File: src/rtl/seg_pkg.sv
// Shared constants and types for the 7-segment scan readback receiver.
// Segment codes are bits G..A, active-low; Digit_En codes are active-low digit selects.
package seg_pkg;

    localparam logic [6:0] SEG_0 = 7'b1000000;
    localparam logic [6:0] SEG_1 = 7'b1111001;
    localparam logic [6:0] SEG_2 = 7'b0100100;
    localparam logic [6:0] SEG_3 = 7'b0110000;
    localparam logic [6:0] SEG_4 = 7'b0011001;
    localparam logic [6:0] SEG_5 = 7'b0010010;
    localparam logic [6:0] SEG_6 = 7'b0000010;
    localparam logic [6:0] SEG_7 = 7'b1111000;
    localparam logic [6:0] SEG_8 = 7'b0000000;
    localparam logic [6:0] SEG_9 = 7'b0010000;

    localparam logic [3:0] EN_ONES  = 4'b1110;
    localparam logic [3:0] EN_TENS  = 4'b1101;
    localparam logic [3:0] EN_HUND  = 4'b1011;
    localparam logic [3:0] EN_BLANK = 4'b1111;

    typedef enum logic [1:0] {
        SYNC,
        SCAN,
        CONV,
        REPORT
    } state_t;

endpackage

File: src/rtl/seg_pattern_decoder.sv
// Combinational 7-segment code to BCD digit decoder with an illegal-code flag.
module seg_pattern_decoder
    import seg_pkg::*;
(
    input  logic [6:0] code,
    output logic [3:0] digit,
    output logic       illegal
);

    always_comb begin
        // NOTE: defaults first so every path assigns both outputs and no latch is inferred.
        digit   = 4'd0;
        illegal = 1'b0;
        case (code)
            SEG_0:   digit = 4'd0;
            SEG_1:   digit = 4'd1;
            SEG_2:   digit = 4'd2;
            SEG_3:   digit = 4'd3;
            SEG_4:   digit = 4'd4;
            SEG_5:   digit = 4'd5;
            SEG_6:   digit = 4'd6;
            SEG_7:   digit = 4'd7;
            SEG_8:   digit = 4'd8;
            SEG_9:   digit = 4'd9;
            default: illegal = 1'b1;
        endcase
    end

endmodule

File: src/rtl/seg_scan_decoder.sv
// Readback receiver for the multiplexed 7-segment bus: settles each phase, assembles
// a hundreds/tens/ones frame and reports the binary value with a one-cycle Valid pulse.
module seg_scan_decoder
    import seg_pkg::*;
#(
    parameter int unsigned SETTLE_CYCLES = 16
) (
    input  logic       clk,
    input  logic       rst_n,
    input  logic [7:0] Segments,
    input  logic [3:0] Digit_En,
    output logic [7:0] Number,
    output logic       Overflow,
    output logic       Valid,
    output logic       Pattern_Err,
    output logic       Frame_Err
);

    localparam int unsigned CW = 16;
    localparam logic [CW-1:0] SETTLE_MAX = CW'(SETTLE_CYCLES);
    localparam logic [CW-1:0] QUAL_AT    = CW'(SETTLE_CYCLES - 1);

    logic [6:0]    s_seg;
    logic [3:0]    s_en;
    logic [10:0]   prev_key;
    logic [CW-1:0] cnt;
    logic          qualify;

    logic unused_dp;
    assign unused_dp = Segments[7];

    // The decimal point is dropped at the input so it never restarts the settle count.
    always_ff @(posedge clk or negedge rst_n) begin
        if (!rst_n) begin
            s_seg    <= '0;
            s_en     <= '0;
            prev_key <= '0;
            cnt      <= '0;
        end else begin
            // NOTE: non-blocking assignments make every register sample pre-edge values.
            s_seg    <= Segments[6:0];
            s_en     <= Digit_En;
            prev_key <= {s_en, s_seg};
            if ({s_en, s_seg} != prev_key)
                cnt <= '0;
            else if (cnt != SETTLE_MAX)
                cnt <= cnt + 1'b1;
        end
    end

    assign qualify = (cnt == QUAL_AT) && ({s_en, s_seg} == prev_key);

    logic [3:0] dec_digit;
    logic       dec_illegal;

    seg_pattern_decoder u_dec (
        .code    (s_seg),
        .digit   (dec_digit),
        .illegal (dec_illegal)
    );

    state_t     state;
    logic [3:0] ones, tens, hund;
    logic [2:0] flags;
    logic       bad;
    logic [9:0] acc;
    logic [9:0] acc_sum;
    logic       en_digit;

    assign en_digit = (s_en == EN_ONES) || (s_en == EN_TENS) || (s_en == EN_HUND);

    // H*100 + T*10 + O using shifts only.
    assign acc_sum = (10'(hund) << 6) + (10'(hund) << 5) + (10'(hund) << 2)
                   + (10'(tens) << 3) + (10'(tens) << 1) + 10'(ones);

    always_ff @(posedge clk or negedge rst_n) begin
        if (!rst_n) begin
            state       <= SYNC;
            ones        <= '0;
            tens        <= '0;
            hund        <= '0;
            flags       <= '0;
            bad         <= 1'b0;
            acc         <= '0;
            Number      <= '0;
            Overflow    <= 1'b0;
            Valid       <= 1'b0;
            Pattern_Err <= 1'b0;
            Frame_Err   <= 1'b0;
        end else begin
            Valid       <= 1'b0;
            Pattern_Err <= 1'b0;
            Frame_Err   <= 1'b0;
            case (state)
                SYNC: begin
                    if (qualify && s_en == EN_BLANK) begin
                        state <= SCAN;
                        flags <= '0;
                        bad   <= 1'b0;
                    end
                end
                SCAN: begin
                    if (qualify) begin
                        if (s_en == EN_BLANK) begin
                            if (&flags && !bad) begin
                                state <= CONV;
                            end else begin
                                Frame_Err <= 1'b1;
                                flags     <= '0;
                                bad       <= 1'b0;
                            end
                        end else if (en_digit && !dec_illegal) begin
                            case (s_en)
                                EN_ONES: begin ones <= dec_digit; flags[0] <= 1'b1; end
                                EN_TENS: begin tens <= dec_digit; flags[1] <= 1'b1; end
                                default: begin hund <= dec_digit; flags[2] <= 1'b1; end
                            endcase
                        end else begin
                            Pattern_Err <= 1'b1;
                            bad         <= 1'b1;
                        end
                    end
                end
                CONV: begin
                    acc   <= acc_sum;
                    state <= REPORT;
                    // Outputs load on the REPORT entry edge so Valid is visible during REPORT.
                    Number   <= (acc_sum > 10'd255) ? 8'hFF : acc_sum[7:0];
                    Overflow <= (acc_sum > 10'd255);
                    Valid    <= 1'b1;
                end
                REPORT: begin
                    flags <= '0;
                    bad   <= 1'b0;
                    state <= SCAN;
                end
                default: state <= SYNC;
            endcase
        end
    end

endmodule
File: config.mk
export PLATFORM = sky130hd
export DESIGN_NAME = seg_scan_decoder
export DESIGN_NICKNAME = d
export VERILOG_FILES = /design/src/rtl/seg_pkg.sv /design/src/rtl/seg_pattern_decoder.sv /design/src/rtl/seg_scan_decoder.sv
export SDC_FILE = /design/constraint.sdc
export NUM_CORES = 1
export LEC_CHECK = 0
export CORE_MARGIN = 5
export CORE_UTILIZATION = 47
export DETAILED_ROUTE_END_ITERATION = 8
export PLACE_DENSITY = 0.77
export RECOVER_POWER = 25
export SLEW_MARGIN = 0
export SYNTH_ARGS = -nofsm -noshare
export SYNTH_HDL_FRONTEND = slang
export SYNTH_SLANG_ARGS = --single-unit
File: constraint.sdc
create_clock -name clk -period 7.85 [get_ports clk]
set_clock_uncertainty 0.15 [all_clocks]
set_input_delay 1.57 -clock clk [delete_from_list [all_inputs] [get_ports clk]]
set_output_delay 1.57 -clock clk [all_outputs]
set_load 0.01 [all_outputs]
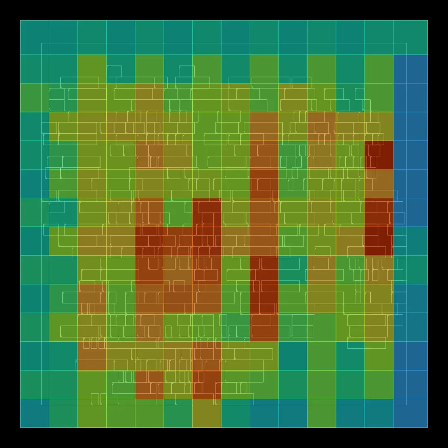
run_1/congestion_map.png
WL per Instance: 13.9 um
Global Route Usage Sum: 14.5%
met2 Resource Use GR: 22.9%
Final Util: 53.9%

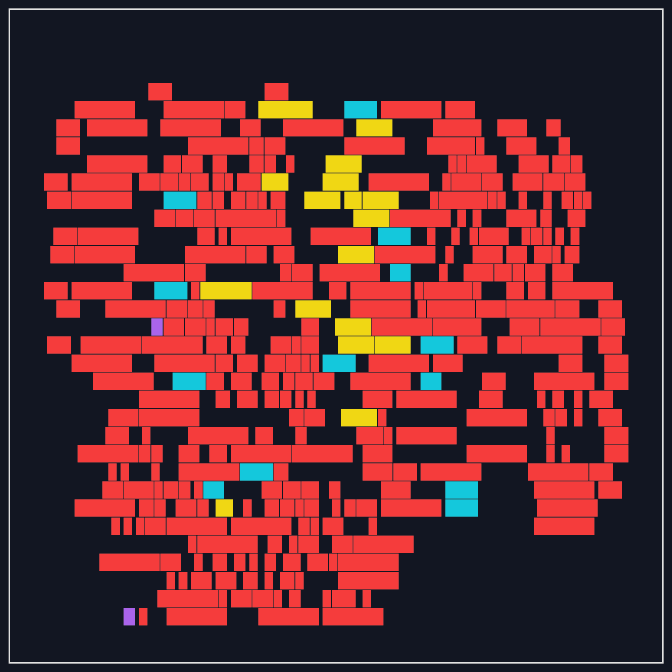
run_1/sizing.png
Key: yellow = x3 and x4 [cells 17]; purple = x2 [cells 2]; red = x1 and smaller [cells 325]; cyan = x6 and larger [cells 13]

==> flow_summary.toml, run 1 <==
# synthesis and place-and-route metrics
[run_status]
outcome = "finished, violations left"
violations = "capacitance limit, slew limit"

[layout]
final_common_cell = "dfrtp_1"
n_fill_cell = 676
final-clk-cell-share_pct = 4.46
largest_register = "cnt"

[die]
row_count = 32
initial_utilization_pct = 47.5
coreArea_sq_um = 7650
tapCellCount = 102
die_w_um = 97.9

[detailed_routing]
dr_total_vias = 2392
ant_nets = 0
drtPass1Iterations = 4
wl_met3_um = 191

[clocking]
htree_levels = 3
path_clk_slew_ns = 0.07
cts_buffer_depth = 2

[final_timing]
relSlewSlack_pct = -130
setup-violations-final = 0
slew_viol_final = 69
rsz0062_at_grt = "false"
max_freq_mhz = 218
finalClockPeriodUsage_pct = 58.4
layout_setup_ws_ns = 3.27

[job]
max_cap_viol_count = 1
warnings = 31

[global_route]
grt_max_degree = 69
grt_pass1_vias = 2467
grt.overflow.total = 0

[synth]
syn_area_per_cell_sq_um = 11.0
synthAdderAreaFrac_pct = 11.1
synth_cells = 329
ff_type = "dfrtp_1"
synth_area_sq_um = 3630

[pwr]
swShare_pct = 24.7
power_density_nw_per_um2 = 158
ir_drop_mv = 0.0957

[placed_design]
hpwl_mm = 4.73
dp.cells = 443

[setup_path]
worst_setup_path_end_kind = "asynchronous set/reset pin"
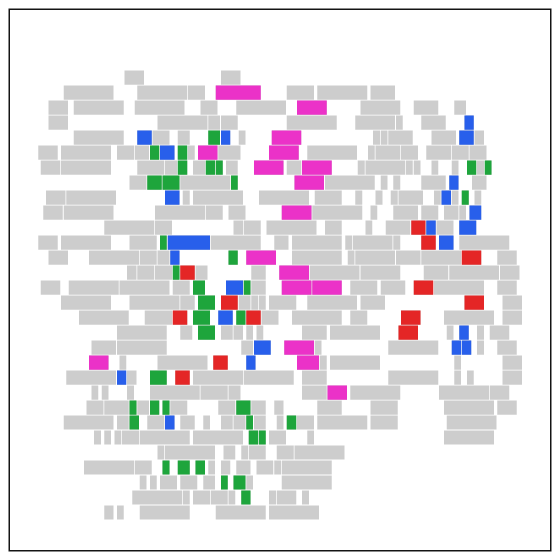
run_1/gates.png
Key: red = non-inverting ao/oa cells [cells 13, most used o32a_1]; magenta = mux cells [cells 17, most used mux2_4]; green = nand cells [cells 37]; blue = aoi and oai cells [cells 23, most used a21oi_1]

run_1/layers.png
Two of the layers only.
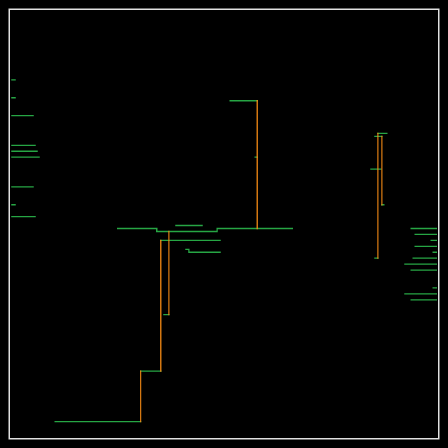

==> run 1 -> run 2 <==
- PLACE_DENSITY: 0.77 -> 0.8
- clock period: 7.85 -> 4 ns (I/O delays scaled with it)
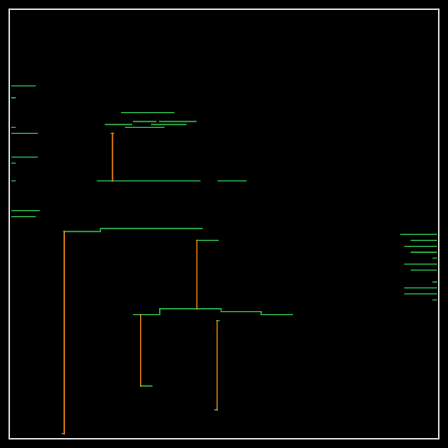
run_2/layers.png
Two of the layers only.
Key: green = M3 [wire length 244 um]; orange = M4 [wire length 110 um]

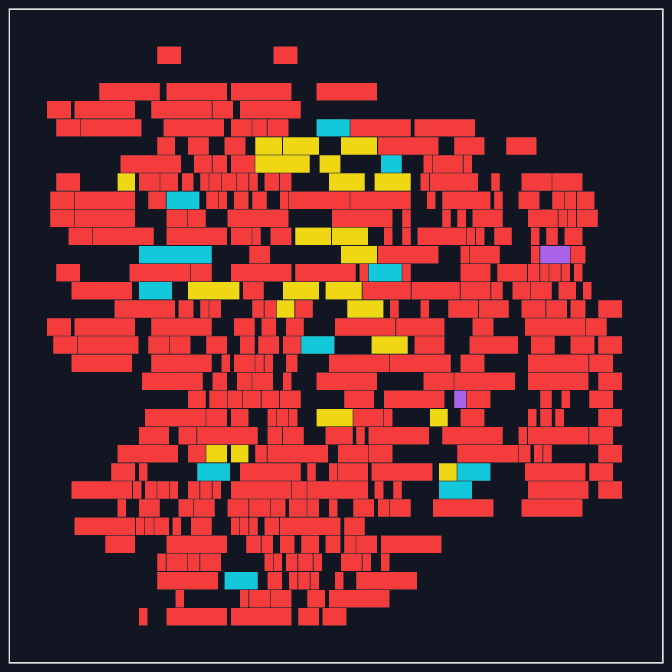
run_2/sizing.png
Synth-to-Final Area Change: 14.5%
Buffers, non-clock: 27
worst setup margin: 0.363 ns

==> run 2 against run 1 <==
  * Via count is 1.5% higher
  * Wire length is 1.9% higher
  * Critical path type is now flip-flop to flip-flop
  * The flow still finishes with violations (capacitance limit, slew limit)
  * First-iteration DRC count increased by 21%
  * Non-clock buffer count is 2 higher
  * Highest routed layer unchanged
  * Flip-flop count stayed put
==> flow_summary.toml, run 2 <==
# synthesis and place-and-route metrics
[synth]
synthAdderAreaFrac_pct = 11.1
ff_type = "dfrtp_1"
synth_area_sq_um = 3630

[global_route]
grt_max_degree = 43
grt_pass1_vias = 2462

[die]
die_w_um = 97.9
initial_utilization_pct = 47.5
row_count = 32

[clocking]
cts_buffer_depth = 2
htree_levels = 3

[layout]
final-clk-cell-share_pct = 4.81
utilization_pct = 54.4

[final_timing]
relSlewSlack_pct = -46.0
slew_viol_final = 43
max_freq_mhz = 275
rsz0062_at_grt = "false"

[job]
warnings = 31
max_cap_viol_count = 1

[detailed_routing]
drtPass1Iterations = 5
ant_nets = 0
dr_total_vias = 2428

[placed_design]
hpwl_mm = 4.76

[run_status]
outcome = "finished, violations left"
violations = "capacitance limit, slew limit"

[pwr]
swShare_pct = 24.0
==> run 2 -> run 3 <==
- CELL_PAD_IN_SITES_DETAIL_PLACEMENT: not set -> 0
- CELL_PAD_IN_SITES_GLOBAL_PLACEMENT: not set -> 1
- CORE_ASPECT_RATIO: not set -> 1.75
- CORE_UTILIZATION: 47 -> 42
- PLACE_DENSITY: 0.8 -> not set
- PLACE_DENSITY_LB_ADDON: not set -> 0.12
==> run 3 against run 2 <==
  * Core utilization decreased by 4.9 points
  * Fmax increased by 3.0%
  * Clock power increased by 23%
  * The flow still finishes with violations (capacitance limit, slew limit)
  * Largest power group unchanged
  * Synthesized cell count unchanged
  * Area after synthesis unchanged
==> flow_summary.toml, run 3 <==
# synthesis and place-and-route metrics
[pwr]
power_density_nw_per_um2 = 344

[synth]
synth_area_sq_um = 3630
syn_area_per_cell_sq_um = 11.0
synth_cells = 329

[detailed_routing]
dr_total_vias = 2410
drtPass1Iterations = 4

[die]
row_count = 45
coreArea_sq_um = 8560

[global_route]
grtUsageMet2_pct = 28.0
grt.overflow.total = 0

[run_status]
outcome = "finished, violations left"
violations = "capacitance limit, slew limit"

[final_timing]
slew_viol_final = 69
finalClockPeriodUsage_pct = 88.3
setup-violations-final = 0

[setup_path]
worst_setup_path_end_kind = "flip-flop"

[job]
max_cap_viol_count = 1
warnings = 31

[layout]
signal_buffers = 27

[clocking]
cts_buffer_depth = 2
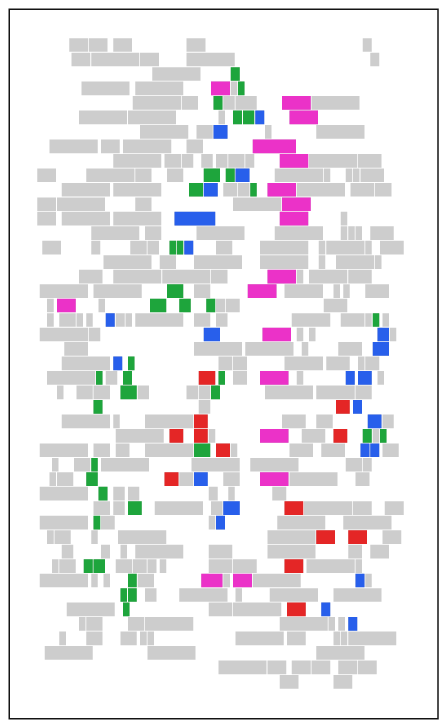
run_3/gates.png
Key: magenta = mux cells [cells 17, most used mux2_4]; green = nand cells [cells 37]; blue = aoi and oai cells [cells 23, most used a21oi_1]; red = non-inverting ao/oa cells [cells 13, most used o32a_1]

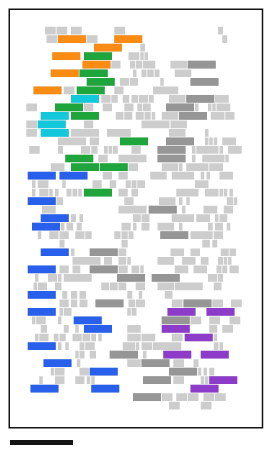
run_3/ff_map.png
Bar = 20 um. Other sequential cells in the stronger grey, the rest of the logic in the fainter grey.
Key: green = prev_key [flops 11]; purple = Number [flops 8, where lower right]; orange = s_seg [flops 7, where upper left]; cyan = s_en [flops 4, where upper left]; blue = cnt [flops 16]

No activity file was given, so power comes from the tool's default toggle rates.
